==> run_1/flops_by_reg.png <==
Scale bar: 100 um. Other sequential cells in the stronger gray, the rest of the logic in the fainter gray.
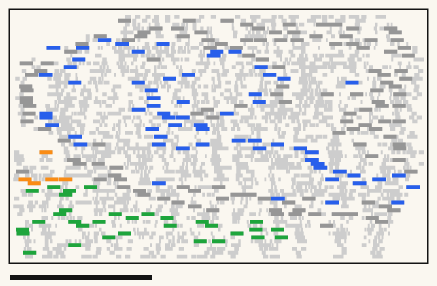
==> run_1/sizes.png <==
Scale bar: 100 um.
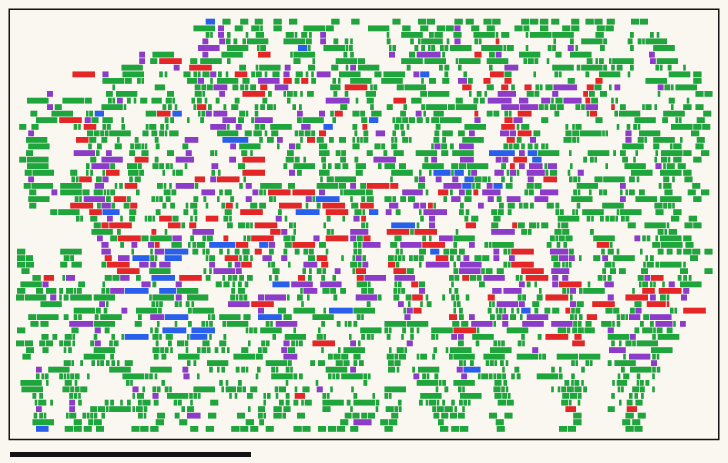
==> run_1/placement_by_type.png <==
Scale bar: 100 um.
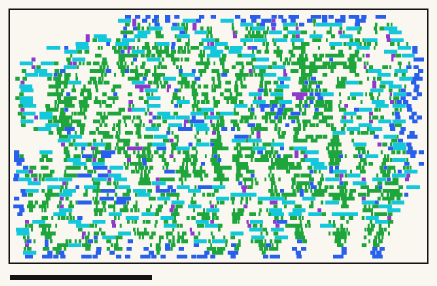
==> config.mk <==
export PLATFORM = sky130hd
export DESIGN_NAME = hilo_mult_ctrl
export DESIGN_NICKNAME = d
export VERILOG_FILES = /design/src/rtl/hilo_mult_ctrl.sv
export SDC_FILE = /design/constraint.sdc
export NUM_CORES = 1
export LEC_CHECK = 0
export CAP_MARGIN = 20
export CELL_PAD_IN_SITES_DETAIL_PLACEMENT = 0
export CELL_PAD_IN_SITES_GLOBAL_PLACEMENT = 2
export CORE_ASPECT_RATIO = 0.6
export CORE_MARGIN = 2
export CORE_UTILIZATION = 32
export CTS_BUF_LIST = sky130_fd_sc_hd__clkbuf_4
export DETAILED_ROUTE_END_ITERATION = 10
export GPL_TIMING_DRIVEN = 0
export HOLD_SLACK_MARGIN = 0.02
export PLACE_DENSITY_LB_ADDON = 0.1
export REMOVE_ABC_BUFFERS = 1
export SLEW_MARGIN = 20
export SYNTH_ARGS = -nofsm -noshare
export SYNTH_HDL_FRONTEND = slang
export SYNTH_SLANG_ARGS = --single-unit
==> constraint.sdc <==
create_clock -name clk_i -period 2.9 [get_ports clk_i]
set_input_delay 0.58 -clock clk_i [delete_from_list [all_inputs] [get_ports clk_i]]
set_output_delay 0.58 -clock clk_i [all_outputs]
set_load 0.005 [all_outputs]
==> summary.txt <==
yosys + openroad results -> Area contributors post-synth dfrtp_1 (36%), o21ai_0 (7.0%), a21oi_1 (6.4%), nand2_1 (6.1%), ha_1 (5.3%), Max Cap Violations 0, Async SR Flop Fraction 100%, final antenna-violating net count 0, DR vias 16100, first drt pass iteration count 6, Basic Gates by Area 19.2%, Mux cell area share 0.132%, vias per cell 5.55, final wirelength 62.7 mm, met1 Usage GRT 39.3%, failing checks setup timing, final setup fails 23, setup ws final -0.322 ns, GRT met2 Usage 30.4%, Final #Nets 2376, gr usage total 23.8%, fillcell total 4992, status finished with violations, Cell Chain, Critical Path ha_2 -> inv_2 -> fa_2 -> nand2b_4 -> a211oi_4 -> o31ai_4 -> a2111oi_4 -> buf_6 -> nor2_4 -> or3_4 -> a311oi_2 -> xnor2_1 -> o21ai_1, register share after synthesis 36.3%, CP endpoint kind flop
## Picture notes: flops_by_reg.png
green -> mplier_q  # sequential cells 32
orange -> count_q  # sequential cells 5
blue -> prod_q  # sequential cells 64
not colored = 132
Seq. pwr: 4710 uW
post-layout util: 44.0%
register area: 5880 um2

## Picture notes: sizes.png
blue -> _6 and larger  # cells 41, share 1.8%
green -> _0 and _1 cells  # cells 1798, share 80%
purple -> _3 and _4 cells  # cells 274, share 12%
red -> _2 cells  # cells 139, share 6.2%
Non-clk bufs: 285
Layout area overhead: 35.4%
post-route cell area: 21800 um2
setup ws final: -0.322 ns

## Picture notes: placement_by_type.png
purple -> clock drivers and dummy loads  # cells 112, share of their area 4.0%
green -> combinational and other logic  # cells 1622, share of their area 54%
cyan -> flops  # cells 233, share of their area 28%
blue -> other buffers and delay cells  # cells 285, share of their area 14%
total core area: 49500 um2
Seq area share: 27.0%
Rows: 63

[run 1: repair_timing]
action,4_1_cts,5_1_grt
setup endpoints to repair,108,79
gates cloned,2,0
pin swaps,47,66
hold buffers,1,0
resized,186,142
buffers inserted,59,40
endpoints found under the hold margin,73,0
[run 1: metal layers]
layer  up-vias  share of wire, %
li1       7644                 -
met1      7970                54
met2       451                37
met3        53               8.0
met4         0              0.93
met5         -                 0
[run 1: Yosys cell counts, drive strengths merged, types with 2 or more instances]
master	number
nand2	263
o21ai	238
dfrtp	233
a21oi	208
nor2	172
clkbuf	98
xor2	86
xnor2	79
ha	68
o31ai	48
a22o	42
a21o	36
nand4	33
nor3	32
inv	31
nand3	28
nor4	27
or3	24
buf	21
a31oi	19
or4	18
o41ai	17
and3	16
o21bai	14
nor2b	13
a211oi	9
nand2b	9
a22oi	8
o211ai	8
a21boi	7
o21a	7
and2	5
nand3b	5
nor3b	5
o22ai	4
or2	4
a2111oi	3
a211o	3
a221oi	3
a32o	3
and4	3
a31o	2
nor4b	2
o2111ai	2
o41a	2
[run 1: final cells by class]
cell class	count	area, um2	area share (%)
clock inverters	24	181	0.834
flip-flops and latches	233	5880	27.0
repair buffers	285	2980	13.7
multi-input cells	1591	11100	51.1
diodes	1	2.50	0.0115
inverters	31	116	0.535
well taps	650	813	3.74
clock buffers	88	661	3.04
[run 1: per-stage QoR]
step           power (uW)  instances
2_1_floorplan        7710       1853
3_3_place_gp         9850       2673
3_5_place_dp         9960       2693
4_1_cts             14200       2864
5_1_grt             16000       2903
6_report            15000       2903
[run 1: report_power, final]
| part | switching (uW) | internal [uW] |
|---|---|---|
| Combinational | 3810 | 3190 |
| Clock | 1570 | 1660 |
| Sequential | 805 | 3910 |
Power figures rest on the tool's default switching activity, not on a simulated workload.
